$ cat src/rtl/edge_ts_pkg.sv
// Shared types and constants for the edge timestamp capture block.
// evt_t is the event record at the default timestamp width.
package edge_ts_pkg;

  localparam int TS_W_DEF = 16;
  localparam int DROP_MAX = 255;

  typedef struct packed {
    logic                level;
    logic [TS_W_DEF-1:0] tstamp;
    logic [TS_W_DEF-1:0] delta;
  } evt_t;

endpackage

$ cat src/rtl/edge_ts_if.sv
// Event stream from the capture block to a checker or log sink.
// The master drives the FIFO head and status; the slave returns ready.
interface edge_ts_if #(
  parameter int TS_W  = 16,
  parameter int CNT_W = 4
);
  logic             evt_valid;
  logic             evt_ready;
  logic             evt_level;
  logic [TS_W-1:0]  evt_time;
  logic [TS_W-1:0]  evt_delta;
  logic [CNT_W-1:0] evt_count;
  logic             overflow;
  logic [7:0]       drop_cnt;

  modport master (
    output evt_valid, evt_level, evt_time, evt_delta, evt_count, overflow, drop_cnt,
    input  evt_ready
  );

  modport slave (
    input  evt_valid, evt_level, evt_time, evt_delta, evt_count, overflow, drop_cnt,
    output evt_ready
  );
endinterface

$ cat src/rtl/edge_ts_fifo.sv
// Synchronous show-ahead FIFO: dout always shows the oldest entry.
// A push into a full FIFO is accepted only when a pop happens in the same cycle.
module edge_ts_fifo
  import edge_ts_pkg::*;
#(
  parameter type T     = evt_t,
  parameter int  DEPTH = 8,
  localparam int AW    = $clog2(DEPTH)
) (
  input  logic        clk,
  input  logic        rst_n,
  input  logic        clear,
  input  logic        push,
  input  T            din,
  input  logic        pop,
  output T            dout,
  output logic        full,
  output logic        empty,
  output logic [AW:0] count
);

  T              mem_q [DEPTH];
  logic [AW-1:0] wr_ptr_q, wr_ptr_d;
  logic [AW-1:0] rd_ptr_q, rd_ptr_d;
  logic [AW:0]   count_q, count_d;
  logic          do_push, do_pop;

  always_comb begin
    full     = (count_q == (AW+1)'(DEPTH));
    empty    = (count_q == '0);
    do_pop   = pop && !empty;
    do_push  = push && (!full || do_pop);
    wr_ptr_d = wr_ptr_q + AW'(do_push);
    rd_ptr_d = rd_ptr_q + AW'(do_pop);
    count_d  = count_q + (AW+1)'(do_push) - (AW+1)'(do_pop);
    dout     = mem_q[rd_ptr_q];
    count    = count_q;
  end

  always_ff @(posedge clk) begin
    if (!rst_n || clear) begin
      wr_ptr_q <= '0;
      rd_ptr_q <= '0;
      count_q  <= '0;
    end else begin
      wr_ptr_q <= wr_ptr_d;
      rd_ptr_q <= rd_ptr_d;
      count_q  <= count_d;
    end
  end

  always_ff @(posedge clk) begin
    if (do_push) mem_q[wr_ptr_q] <= din;
  end

endmodule

$ cat src/rtl/edge_timestamp_capture.sv
// Samples sig_in and queues every level transition as {level, timestamp, delta}.
// Outputs read as zero whenever the FIFO is empty.
module edge_timestamp_capture
  import edge_ts_pkg::*;
#(
  parameter int TS_W    = TS_W_DEF,
  parameter int DEPTH   = 8,
  parameter int SYNC_EN = 1
) (
  input  logic      clk,
  input  logic      rst_n,
  input  logic      clear,
  input  logic      sig_in,
  edge_ts_if.master evt
);

  // Two synchroniser flops ahead of the sample flop when sig_in is asynchronous.
  localparam int         NSTAGE = (SYNC_EN != 0) ? 3 : 1;
  localparam int         AW     = $clog2(DEPTH);
  localparam logic [2:0] ARM_AT = 3'(NSTAGE + 1);

  typedef struct packed {
    logic            level;
    logic [TS_W-1:0] tstamp;
    logic [TS_W-1:0] delta;
  } ev_t;

  function automatic logic [TS_W-1:0] sat_inc(input logic [TS_W-1:0] v);
    return (&v) ? v : v + TS_W'(1);
  endfunction

  logic [NSTAGE-1:0] smp_q, smp_d;
  logic              s_prev_q, s_prev_d;
  logic              s_cur;
  logic [2:0]        vcnt_q, vcnt_d;
  logic              armed, evt_hit, drop;
  logic [TS_W-1:0]   ts_q, ts_d;
  logic [TS_W-1:0]   el_q, el_d;
  logic              overflow_q, overflow_d;
  logic [7:0]        drop_q, drop_d;
  ev_t               push_data, head;
  logic              fifo_full, fifo_empty;
  logic [AW:0]       fifo_count;

  always_comb begin
    smp_d      = NSTAGE'({smp_q, sig_in});
    s_cur      = smp_q[NSTAGE-1];
    s_prev_d   = s_cur;
    // Armed once s_prev holds a sample taken after release; that first level is baseline only.
    armed      = (vcnt_q == ARM_AT);
    vcnt_d     = armed ? vcnt_q : vcnt_q + 3'd1;
    evt_hit    = armed && (s_cur != s_prev_q);
    ts_d       = ts_q + TS_W'(1);
    // el tracks ts - ts_last but sticks at all-ones instead of wrapping.
    el_d       = evt_hit ? TS_W'(1) : sat_inc(el_q);
    push_data  = '{level: s_cur, tstamp: ts_q, delta: el_q};
    drop       = evt_hit && fifo_full && !evt.evt_ready;
    overflow_d = overflow_q || drop;
    drop_d     = (drop && drop_q != 8'(DROP_MAX)) ? drop_q + 8'd1 : drop_q;
  end

  always_ff @(posedge clk) begin
    smp_q    <= smp_d;
    s_prev_q <= s_prev_d;
  end

  always_ff @(posedge clk) begin
    if (!rst_n || clear) begin
      vcnt_q     <= '0;
      ts_q       <= '0;
      el_q       <= '0;
      overflow_q <= 1'b0;
      drop_q     <= '0;
    end else begin
      vcnt_q     <= vcnt_d;
      ts_q       <= ts_d;
      el_q       <= el_d;
      overflow_q <= overflow_d;
      drop_q     <= drop_d;
    end
  end

  edge_ts_fifo #(
    .T     (ev_t),
    .DEPTH (DEPTH)
  ) u_fifo (
    .clk   (clk),
    .rst_n (rst_n),
    .clear (clear),
    .push  (evt_hit),
    .din   (push_data),
    .pop   (evt.evt_ready),
    .dout  (head),
    .full  (fifo_full),
    .empty (fifo_empty),
    .count (fifo_count)
  );

  assign evt.evt_valid = !fifo_empty;
  assign evt.evt_level = !fifo_empty && head.level;
  assign evt.evt_time  = fifo_empty ? '0 : head.tstamp;
  assign evt.evt_delta = fifo_empty ? '0 : head.delta;
  assign evt.evt_count = fifo_count;
  assign evt.overflow  = overflow_q;
  assign evt.drop_cnt  = drop_q;

endmodule

$ cat src/flat_wrapper.sv
// flat-port wrapper written by rule: the top's interface ports become plain ports
module edge_timestamp_capture_flat import edge_ts_pkg::*;
#(
  parameter int TS_W    = TS_W_DEF,
  parameter int DEPTH   = 8,
  parameter int SYNC_EN = 1
)
  (clk, rst_n, clear, sig_in, evt_evt_valid, evt_evt_level, evt_evt_time, evt_evt_delta, evt_evt_count, evt_overflow, evt_drop_cnt, evt_evt_ready);
  edge_ts_if #(.TS_W(TS_W), .CNT_W(4)) evt_i ();
  input  logic clk;
  input  logic rst_n;
  input  logic clear;
  input  logic sig_in;
  output wire logic [$bits(evt_i.evt_valid)-1:0] evt_evt_valid;
  output wire logic [$bits(evt_i.evt_level)-1:0] evt_evt_level;
  output wire logic [$bits(evt_i.evt_time)-1:0] evt_evt_time;
  output wire logic [$bits(evt_i.evt_delta)-1:0] evt_evt_delta;
  output wire logic [$bits(evt_i.evt_count)-1:0] evt_evt_count;
  output wire logic [$bits(evt_i.overflow)-1:0] evt_overflow;
  output wire logic [$bits(evt_i.drop_cnt)-1:0] evt_drop_cnt;
  input wire logic [$bits(evt_i.evt_ready)-1:0] evt_evt_ready;
  assign evt_evt_valid = evt_i.evt_valid;
  assign evt_evt_level = evt_i.evt_level;
  assign evt_evt_time = evt_i.evt_time;
  assign evt_evt_delta = evt_i.evt_delta;
  assign evt_evt_count = evt_i.evt_count;
  assign evt_overflow = evt_i.overflow;
  assign evt_drop_cnt = evt_i.drop_cnt;
  assign evt_i.evt_ready = evt_evt_ready;
  edge_timestamp_capture #(.TS_W(TS_W), .DEPTH(DEPTH), .SYNC_EN(SYNC_EN)) u_core (.clk(clk), .rst_n(rst_n), .clear(clear), .sig_in(sig_in), .evt(evt_i));
endmodule
$ cat config.mk
export PLATFORM = sky130hd
export DESIGN_NAME = edge_timestamp_capture_flat
export DESIGN_NICKNAME = d
export VERILOG_FILES = /design/src/rtl/edge_ts_pkg.sv /design/src/rtl/edge_ts_if.sv /design/src/rtl/edge_ts_fifo.sv /design/src/rtl/edge_timestamp_capture.sv /design/src/flat_wrapper.sv
export SDC_FILE = /design/constraint.sdc
export NUM_CORES = 1
export LEC_CHECK = 0
export ABC_AREA = 1
export CAP_MARGIN = 20
export CORE_UTILIZATION = 40
export DETAILED_ROUTE_END_ITERATION = 10
export PLACE_DENSITY = 0.58
export SKIP_LAST_GASP = 1
export SYNTH_ARGS = -nofsm -noshare
export SYNTH_HDL_FRONTEND = slang
export SYNTH_HIERARCHICAL = 1
export SYNTH_SLANG_ARGS = --single-unit
$ cat constraint.sdc
create_clock -name clk -period 3.35 [get_ports clk]
set_input_delay 0.67 -clock clk [delete_from_list [all_inputs] [get_ports clk]]
set_output_delay 0.67 -clock clk [all_outputs]
set_load 0.01 [all_outputs]
==> images/metal_stack.png <==
(1.5 px per um) Only two layers are drawn.
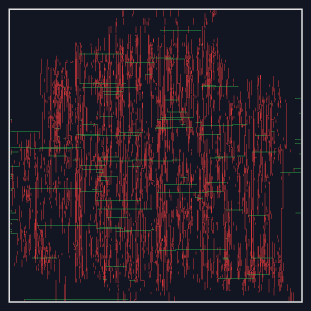
Red stands for met2, wire length 15100 um. Green stands for met3, wire length 1360 um.

==> images/final_placement.png <==
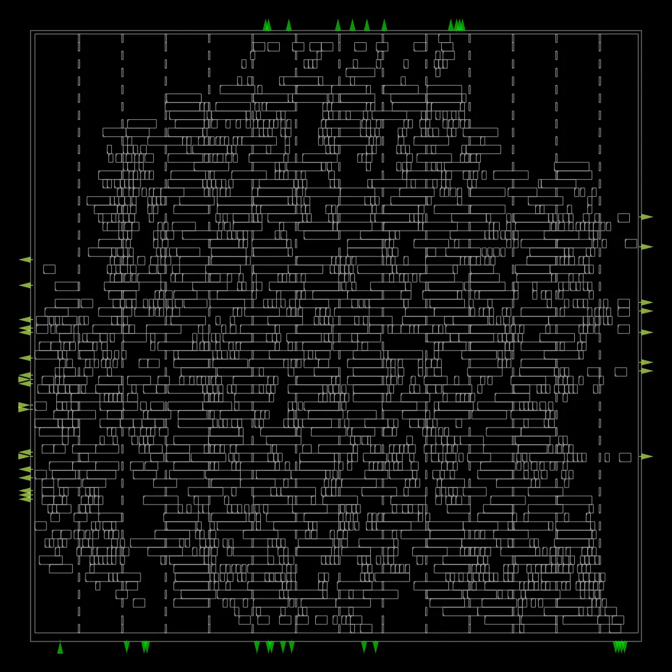
Floorplan Core Area: 36500 um2
placement row count: 70
sequential cell area share: 0.536
number of sequential cells in the layout: 322

==> images/pins.png <==
(2 px per um) Pins as bars across the die edge, other pins in gray.
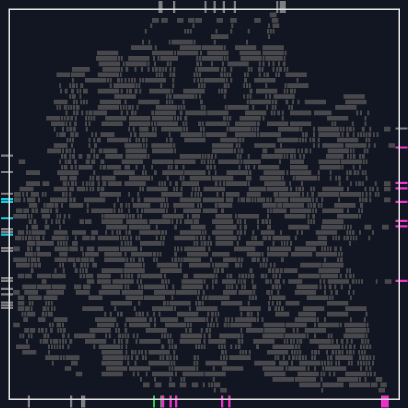
Cyan stands for evt_evt_count, pins 4, direction output, edge west. Magenta stands for evt_evt_time, pins 16, direction output, edge 9 south, 7 east. Green stands for evt_evt_level, pins 1, direction output, edge south.
All pins by edge: 18 west, 15 south, 11 north, 8 east.

==> run_summary.xml <==
<?xml version="1.0" encoding="UTF-8"?>
<metrics>
  <group name="floorplan">
    <metric name="fp.dieW" unit="um">194</metric>
    <metric name="fp_util" unit="">0.405</metric>
    <metric name="fp.dieH" unit="um">194</metric>
    <metric name="top_level_ports" unit="">52</metric>
    <metric name="area_of_the_die" unit="um2">37700</metric>
  </group>
  <group name="cells_and_area">
    <metric name="flow.area_growth_from_synthesis" unit="%">14.8</metric>
    <metric name="drive_above_1_share" unit="">0.0652</metric>
    <metric name="finalInstanceArea" unit="um2">17000</metric>
    <metric name="final_util" unit="">0.465</metric>
    <metric name="post_route_non_filler_standard_cell_count" unit="">2189</metric>
    <metric name="num-nets-final" unit="">1712</metric>
  </group>
  <group name="synthesis">
    <metric name="netlist_instances" unit="">1640</metric>
    <metric name="synth.top_cells.by_count" unit="">513 x sky130_fd_sc_hd__nand2_1, 368 x sky130_fd_sc_hd__inv_1, 264 x sky130_fd_sc_hd__edfxtp_1, 164 x sky130_fd_sc_hd__nand3_1, 100 x sky130_fd_sc_hd__nor2_1</metric>
    <metric name="synthesis.nets" unit="">1660</metric>
    <metric name="mappedNetlistArea" unit="um2">14800</metric>
    <metric name="enable_flop_cells" unit="">264</metric>
    <metric name="ys_types" unit="">36</metric>
    <metric name="fraction_of_post_synthesis_cell_area_in_the_top_cell_type_by_area" unit="">0.536</metric>
    <metric name="postSynthRegisterBits" unit="">322</metric>
    <metric name="netlist_top_cells_area" unit="">sky130_fd_sc_hd__edfxtp_1 54%, sky130_fd_sc_hd__nand2_1 13%, sky130_fd_sc_hd__inv_1 9.3%</metric>
    <metric name="synth.yosys.num_cells" unit="">1640</metric>
    <metric name="cell_with_the_most_instances_after_synthesis" unit="">sky130_fd_sc_hd__nand2_1</metric>
    <metric name="synthesis_warnings" unit="">6</metric>
    <metric name="syn_area_per_cell" unit="um2">9.01</metric>
    <metric name="proportion_of_synthesized_chip_area_in_sequential_cells" unit="">0.615</metric>
    <metric name="synth_chip_area" unit="um2">14800</metric>
  </group>
  <group name="global_route">
    <metric name="global_router_s_overall_resource_usage" unit="">0.175</metric>
    <metric name="maximum_number_of_pins_on_one_net_before_global_route_repair" unit="">134</metric>
    <metric name="grt_pass1_wl" unit="mm">52.3</metric>
    <metric name="global_route.overflow_total" unit="">0</metric>
    <metric name="first_global_vias" unit="">9950</metric>
    <metric name="grt_antenna_before_repair" unit="">0</metric>
    <metric name="globalRouteMet3Util" unit="">0.0242</metric>
    <metric name="grtUsageMet2" unit="">0.296</metric>
  </group>
  <group name="sta">
    <metric name="setup_ws" unit="ns">0.179</metric>
    <metric name="max_clock_freq" unit="MHz">315</metric>
    <metric name="tns" unit="ns">0</metric>
    <metric name="finalHoldViolCount" unit="">0</metric>
    <metric name="fin_crit" unit="ns">3.17</metric>
    <metric name="timing.max_slew.rel_slack" unit="">0.552</metric>
    <metric name="timing.hold.ws" unit="ns">0.321</metric>
    <metric name="finalCritPeriodShare" unit="">0.946</metric>
    <metric name="finalClockSkew" unit="ns">0.0112</metric>
  </group>
  <group name="drt">
    <metric name="antenna_left" unit="">0</metric>
    <metric name="drt_wl_total" unit="mm">32.0</metric>
    <metric name="detailroute.via_count" unit="">10200</metric>
    <metric name="drt-initial-drc-count" unit="">552</metric>
    <metric name="avgRoutedWirePerCell" unit="um">14.6</metric>
    <metric name="detail_route.first_pass.iterations" unit="">5</metric>
    <metric name="drc" unit="">0</metric>
  </group>
  <group name="worst_setup_path">
    <metric name="worst_setup_path_startpoint" unit="">u_core/u_fifo/rd_ptr_q[0]</metric>
    <metric name="critPathMaxFanout" unit="">133</metric>
    <metric name="critical_path.max_stage_delay" unit="ns">0.51</metric>
    <metric name="crit_chain" unit="">buf_12, nand2_1, nand3_1, nand2_1, nand2_1, nand2_1, inv_1, nor2_1, clkdlybuf4s50_1</metric>
    <metric name="cp.arrival" unit="ns">2.50</metric>
    <metric name="cell_occurring_most_often_along_the_worst_timing_path" unit="">sky130_fd_sc_hd__nand2_1</metric>
    <metric name="kind_of_start_point_of_the_critical_path" unit="">register</metric>
    <metric name="critical_path.reg2reg.endpoint" unit="">u_core/u_fifo/mem_q[0][15]</metric>
    <metric name="critical_path.reg2reg.startpoint" unit="">u_core/vcnt_q[0]</metric>
    <metric name="register_to_register_path_setup_slack" unit="ns">1.01</metric>
    <metric name="crit_required" unit="ns">2.68</metric>
  </group>
  <group name="clock_tree">
    <metric name="holdBufCountCts" unit="">0</metric>
    <metric name="insertion_delay" unit="ns">0.51</metric>
    <metric name="clock_sink_count" unit="">322</metric>
    <metric name="clock_tree.buffer_depth" unit="">3</metric>
  </group>
  <group name="power">
    <metric name="worst_ir_drop_on_vdd" unit="V">0.000309</metric>
    <metric name="power_density" unit="nW/um2">534</metric>
  </group>
  <group name="placement">
    <metric name="placed_area" unit="um2">15900</metric>
    <metric name="routabilityCongestion" unit="">0.764</metric>
    <metric name="place_hpwl" unit="mm">17.8</metric>
  </group>
  <group name="job">
    <metric name="cap_viol_max_count" unit="">0</metric>
  </group>
  <group name="status">
    <metric name="result_of_the_run" unit="">finished clean</metric>
  </group>
</metrics>
==> images/met2.png <==
(2 px per um)
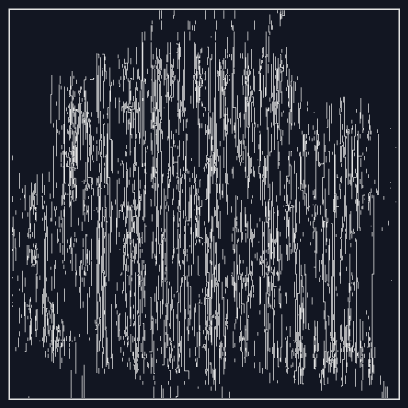
The layer holds 47% of the routed length. The layer carries 15100 um of wire. The longest straight run is 69.5 um. The wires run mostly vertical. 1146 nets have wire on it.

==> images/port_nets.png <==
(1.5 px per um)
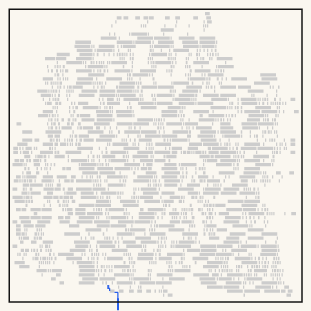
Blue stands for evt_evt_level, direction output, end cells 1, buffers 1, wire 10.5 um.

[flip-flops by register name (all words and copies together), names as in the netlist]
signal	count
u_core/ts_q	16
u_core/u_fifo/wr_ptr_q	3
u_core/s_prev_q	1
u_core/el_q	16
u_core/evt.overflow	1
u_core/u_fifo/mem_q	264
u_core/smp_q	3
u_core/evt.drop_cnt	8
u_core/u_fifo/rd_ptr_q	3
u_core/u_fifo/count	4
u_core/vcnt_q	3
[cell families after synthesis]
group,count (synthesis),share of synthesized area
fa+ha+maj,15,0.0132
simple gates,814,0.230
flops,322,0.615
xor+xnor,8,0.00474
compound gates,46,0.0174
buf+inv,435,0.120
[cells in the final DEF (no fill, tap or decap), drive strengths merged]
| master | synthesis | final |
|---|---|---|
| o21a | 2 | 2 |
| or2 | 3 | 3 |
| bufinv | 0 | 1 |
| ha | 14 | 14 |
| clkbuf | 12 | 52 |
| inv | 376 | 377 |
| clkinv | 1 | 12 |
| nand3b | 4 | 4 |
| o21bai | 4 | 4 |
| nand2 | 521 | 521 |
| fa | 1 | 1 |
| a21oi | 17 | 17 |
| nor2 | 108 | 108 |
| a31oi | 7 | 7 |
| o21ai | 15 | 15 |
| xnor2 | 4 | 4 |
| dfxtp | 58 | 58 |
| a211oi | 1 | 1 |
| nand3 | 166 | 166 |
| clkdlybuf4s50 | 0 | 51 |
| nor3 | 4 | 4 |
| buf | 46 | 21 |
| nand4 | 8 | 8 |
| xor2 | 4 | 4 |
| edfxtp | 264 | 264 |
| diode | 0 | 2 |
[worst max-delay path, delay by kind of cell, from the launching register on]
family                 cells  cell delay (ns)
buffers and inverters      3             1.09
DFF                        1             0.39
and+or+nand+nor            6             0.49
[metal layers]
layer	up-vias	routed length (um)
li1	5176	-
met1	4743	15000
met2	199	15100
met3	39	1360
met4	0	533
met5	-	0
[power breakdown]
part / internal [mW] / total (mW) / switching [mW]
registers: 4.29 / 4.31 / 0.0198
clock network: 2.18 / 3.69 / 1.51
logic: 0.488 / 1.06 / 0.571
[final cells by class]
cell class,instances,area (um2)
fillers,3427,19600
flip-flops and latches,322,9090
multi-input cells,883,3980
inverters,377,1430
clock buffers,52,1010
repair buffers,72,768
well taps,468,586
clock inverters,13,95.1
diodes,2,5.00
[worst min path at each step]
stage,start,end,cells past startpoint
5_1_grt,u_core/smp_q[0],u_core/smp_q[1],0
3_3_place_gp,u_core/smp_q[1],u_core/smp_q[2],0
6_report,u_core/smp_q[0],u_core/smp_q[1],0
4_1_cts,u_core/smp_q[0],u_core/smp_q[1],0
2_1_floorplan,u_core/smp_q[0],u_core/smp_q[1],0
3_5_place_dp,u_core/smp_q[0],u_core/smp_q[1],0
[repair_timing]
item | in CTS | in global routing
cloned | 0 | 0
resized | 2 | 1
endpoints found under the setup margin | 14 | 12
setup buffers | 0 | 0
Power and IR drop assume default switching activity.
